==> images/port_nets.png <==
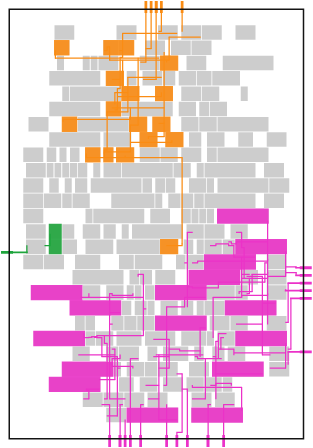
==> images/pins.png <==
Pins as bars across the die edge, other pins in gray.
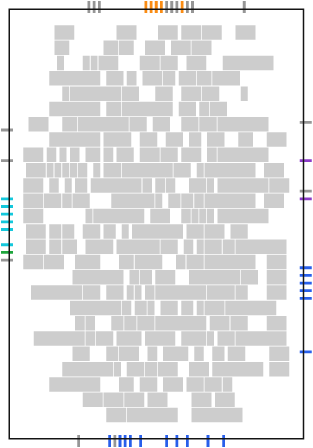
==> images/metal_stack.png <==
The bar under the picture is 20 µm long.
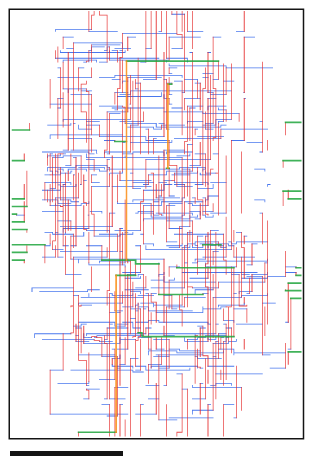
==> images/clock_map.png <==
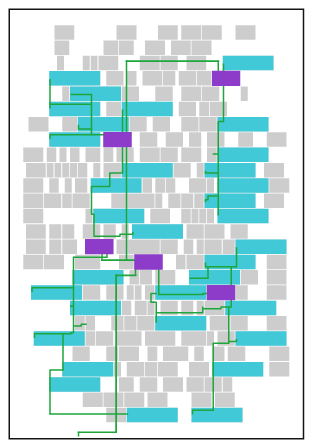
==> images/final_placement.png <==
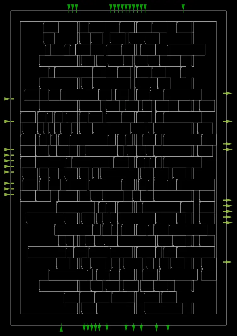
### config.mk
export PLATFORM = sky130hd
export DESIGN_NAME = hazard_sched
export DESIGN_NICKNAME = d
export VERILOG_FILES = /design/src/rtl/hazard_sched.sv
export SDC_FILE = /design/constraint.sdc
export NUM_CORES = 1
export LEC_CHECK = 0
export CORE_ASPECT_RATIO = 1.5
export CORE_MARGIN = 2
export CORE_UTILIZATION = 52
export DETAILED_ROUTE_END_ITERATION = 10
export PLACE_DENSITY = 0.91
export SYNTH_ARGS = -nofsm -noshare
export SYNTH_HDL_FRONTEND = slang
export SYNTH_SLANG_ARGS = --single-unit
export TNS_END_PERCENT = 100
### constraint.sdc
create_clock -name clk -period 3.45 [get_ports clk]
set_input_delay 0.69 -clock clk [delete_from_list [all_inputs] [get_ports clk]]
set_output_delay 0.69 -clock clk [all_outputs]
set_load 0.03 [all_outputs]
### src/rtl/hazard_sched.sv
`default_nettype none
// +--------------------------------------------------------------------------+
// | hazard_sched                                                             |
// | Load-use stall detection and EX/MEM forwarding select for a 5-stage core. |
// | Revision: 1.0                                                            |
// +--------------------------------------------------------------------------+

// Opcode header values; an including build may supply its own shared definitions.
`ifndef OPCODE_WIDTH
`define OPCODE_WIDTH 6
`endif
`ifndef RTYPE
`define RTYPE 6'b000000
`endif
`ifndef LOAD
`define LOAD 6'b100011
`endif
`ifndef STORE
`define STORE 6'b101011
`endif
`ifndef BEQ
`define BEQ 6'b000100
`endif
`ifndef BNE
`define BNE 6'b000101
`endif
`ifndef ADDI
`define ADDI 6'b001000
`endif
`ifndef ADDIU
`define ADDIU 6'b001001
`endif
`ifndef SLTI
`define SLTI 6'b001010
`endif
`ifndef SLTIU
`define SLTIU 6'b001011
`endif
`ifndef ANDI
`define ANDI 6'b001100
`endif
`ifndef ORI
`define ORI 6'b001101
`endif

module hazard_sched #(
  parameter int REG_AW = 5,
  parameter int CNT_W  = 16
) (
  input  logic                     clk,
  input  logic                     rst,
  input  logic                     id_valid,
  input  logic [`OPCODE_WIDTH-1:0] id_opcode,
  input  logic [REG_AW-1:0]        id_rs,
  input  logic [REG_AW-1:0]        id_rt,
  input  logic [REG_AW-1:0]        id_rd,
  input  logic                     flush,
  output logic                     stall,
  output logic [1:0]               fwd_a,
  output logic [1:0]               fwd_b,
  output logic [CNT_W-1:0]         stall_cnt
);

  localparam logic [1:0] c_fwd_rf  = 2'b00;
  localparam logic [1:0] c_fwd_ex  = 2'b01;
  localparam logic [1:0] c_fwd_mem = 2'b10;

  logic              r_ex_valid, r_mem_valid, r_wb_valid;
  logic [REG_AW-1:0] r_ex_dest, r_mem_dest, r_wb_dest;
  logic              r_ex_load, r_mem_load, r_wb_load;
  logic [1:0]        r_fwd_a, r_fwd_b;
  logic [CNT_W-1:0]  r_stall_cnt;

  logic [REG_AW-1:0] w_dest;
  logic              w_rs_used, w_rt_used, w_is_load;
  logic              w_rs_live, w_rt_live, w_hit, w_stall, w_advance;

  always_comb begin
    w_dest    = '0;
    w_rs_used = 1'b0;
    w_rt_used = 1'b0;
    w_is_load = 1'b0;
    case (id_opcode)
      `RTYPE: begin
        w_dest    = id_rd;
        w_rs_used = 1'b1;
        w_rt_used = 1'b1;
      end
      `LOAD: begin
        w_dest    = id_rt;
        w_rs_used = 1'b1;
        w_is_load = 1'b1;
      end
      `ADDI, `ADDIU, `SLTI, `SLTIU, `ANDI, `ORI: begin
        w_dest    = id_rt;
        w_rs_used = 1'b1;
      end
      `STORE, `BEQ, `BNE: begin
        w_rs_used = 1'b1;
        w_rt_used = 1'b1;
      end
      default: ;
    endcase
  end

  // A zero dest never matches because live sources are nonzero.
  assign w_rs_live = id_valid && w_rs_used && (id_rs != '0);
  assign w_rt_live = id_valid && w_rt_used && (id_rt != '0);
  assign w_hit     = r_ex_valid && r_ex_load &&
                     ((w_rs_live && (id_rs == r_ex_dest)) ||
                      (w_rt_live && (id_rt == r_ex_dest)));
  assign w_stall   = !rst && id_valid && !flush && w_hit;
  assign w_advance = id_valid && !flush && !w_stall;

  function automatic logic [1:0] fwd_sel(input logic live, input logic [REG_AW-1:0] src);
    if (!live)                                 return c_fwd_rf;
    else if (r_ex_valid && r_ex_dest == src)   return c_fwd_ex;
    else if (r_mem_valid && r_mem_dest == src) return c_fwd_mem;
    else                                       return c_fwd_rf;
  endfunction

  always_ff @(posedge clk or posedge rst) begin
    if (rst) begin
      r_ex_valid  <= 1'b0;
      r_ex_dest   <= '0;
      r_ex_load   <= 1'b0;
      r_mem_valid <= 1'b0;
      r_mem_dest  <= '0;
      r_mem_load  <= 1'b0;
      r_wb_valid  <= 1'b0;
      r_wb_dest   <= '0;
      r_wb_load   <= 1'b0;
      r_fwd_a     <= c_fwd_rf;
      r_fwd_b     <= c_fwd_rf;
      r_stall_cnt <= '0;
    end else begin
      r_ex_valid  <= w_advance;
      r_ex_dest   <= w_advance ? w_dest : '0;
      r_ex_load   <= w_advance && w_is_load;
      r_mem_valid <= r_ex_valid;
      r_mem_dest  <= r_ex_dest;
      r_mem_load  <= r_ex_load;
      r_wb_valid  <= r_mem_valid;
      r_wb_dest   <= r_mem_dest;
      r_wb_load   <= r_mem_load;
      r_fwd_a     <= fwd_sel(w_advance && w_rs_live, id_rs);
      r_fwd_b     <= fwd_sel(w_advance && w_rt_live, id_rt);
      if (w_stall && (r_stall_cnt != {CNT_W{1'b1}}))
        r_stall_cnt <= r_stall_cnt + 1'b1;
    end
  end

  // WB is tracked for pipeline completeness only; the register file is write-before-read.
  logic w_unused_wb;
  assign w_unused_wb = &{1'b0, r_wb_valid, r_wb_dest, r_wb_load, r_mem_load};

  assign stall     = w_stall;
  assign fwd_a     = r_fwd_a;
  assign fwd_b     = r_fwd_b;
  assign stall_cnt = r_stall_cnt;

endmodule

`default_nettype wire

==> reports/highlights.md <==
### Outcome
• **status** complete, no violations

### Synth
• **yosys stat chip area** 1800 µm²
• **warnings from Yosys** 0
• **main kind of combinational logic by area** simple AND/OR/NAND/NOR gates
• **count leader, synth** sky130_fd_sc_hd__dfrtp_1
• **fraction of synthesized cell area in xor and xnor cells** 0.1703
• **number of synthesized flops with an enable pin** 0
• **share of the yosys chip area belonging to registers** 0.4587
• **Syn Std Cell Area** 1800 µm²

### Layout
• **most numerous logic cells after layout** sky130_fd_sc_hd__clkdlybuf4s50_1 (44), sky130_fd_sc_hd__dfrtp_1 (33), sky130_fd_sc_hd__xor2_1 (24)
• **design area** 2371 µm²
• **number of nets in the final layout** 246

### Power
• **Int Power** 0.5681 mW
• **power density over cell area** 313.8 nW/µm²
• **sw power** 0.1759 mW
• **net switching fraction of the power** 0.2365

### Final timing
• **final total negative setup slack** 0 ns

### Routing
• **First DRT Iteration DRCs** 27
• **number of vias per cell** 5.471

### Clocking
• **root cell of the clock tree** sky130_fd_sc_hd__clkbuf_8

### Flow run
• **count of warning messages emitted by the tools** 26

### Setup path
• **slowest library cell on the worst path** sky130_fd_sc_hd__or4_1
• **nature of the critical path endpoint** output port

### Floorplanning
• **row count** 26

Notes on port_nets.png above:
- magenta: stall_cnt (bits 16; direction output; edge 10 bottom, 6 right; end cells 16; buffers 16; wire 561 µm)
- orange: id_rt (bits 5; direction input; edge top; end cells 17; buffers 5; wire 263 µm)
- green: id_valid (bits 1; direction input; edge left; end cells 2; buffers 1; wire 6.70 µm)
port buffer count: 45
num ports: 46

Notes on pins.png above:
- orange: id_rt (pins 5; direction input; edge top)
- purple: fwd_b (pins 2; direction output; edge right)
- green: id_valid (pins 1; direction input; edge left)
- blue: stall_cnt (pins 16; direction output; edge 10 bottom, 6 right)
- cyan: id_opcode (pins 6; direction input; edge left)
- all pins by edge: 14 top, 12 bottom, 10 left, 10 right
width of the chip: 52.05 µm
DIE HEIGHT: 76.07 µm

Notes on metal_stack.png above:
- blue: met1 (wire length 1600 µm)
- green: met3 (wire length 126 µm)
- orange: met4 (wire length 78.2 µm)
- red: met2 (wire length 1940 µm)
Total Wirelength: 3.741 mm
total track usage: 0.2179
final routed wire length divided by cell count: 14.22 µm

Notes on clock_map.png above:
- cyan: flip-flops (count 33)
- purple: cells driving clock nets (count 5)
- green: clock wires (length 385 µm)
- routed clock nets: 6
clock network power share: 0.370
final clock skew: 0.009180 ns
P_clk: 0.275 mW
insertion delay at the late pin of the worst-skew pair: 0.28 ns

Notes on final_placement.png above:
total of fill cells in the finished design: 256
total core area: 3351 µm²
sequential portion of the cell area: 0.3483
final design utilization: 0.7076

-- routing by layer --
layer  global-route usage  part of all wire
met1               0.2730              0.43
met2               0.3519              0.52
met3              0.05294             0.033
met4              0.08684             0.021
met5                    0                 0
-- worst paths after layout --
path                                           from                  endpoint  slack, ns  cells after the start
setup / recovery                           id_rs[3]                     stall       0.32                      7
hold / removal               r_ex_dest[2]$_DFF_PP0_   r_mem_dest[2]$_DFF_PP0_       0.44                      0
setup reg to reg           stall_cnt[0]$_DFFE_PP0P_  stall_cnt[1]$_DFFE_PP0P_       1.26                      7
hold reg to reg              r_ex_dest[2]$_DFF_PP0_   r_mem_dest[2]$_DFF_PP0_       0.44                      0
max in group asynchronous                       rst  stall_cnt[6]$_DFFE_PP0P_       2.23                      3
min in group asynchronous                       rst   r_mem_dest[1]$_DFF_PP0_       0.92                      3
No activity file was given, so power comes from the tool's default toggle rates.
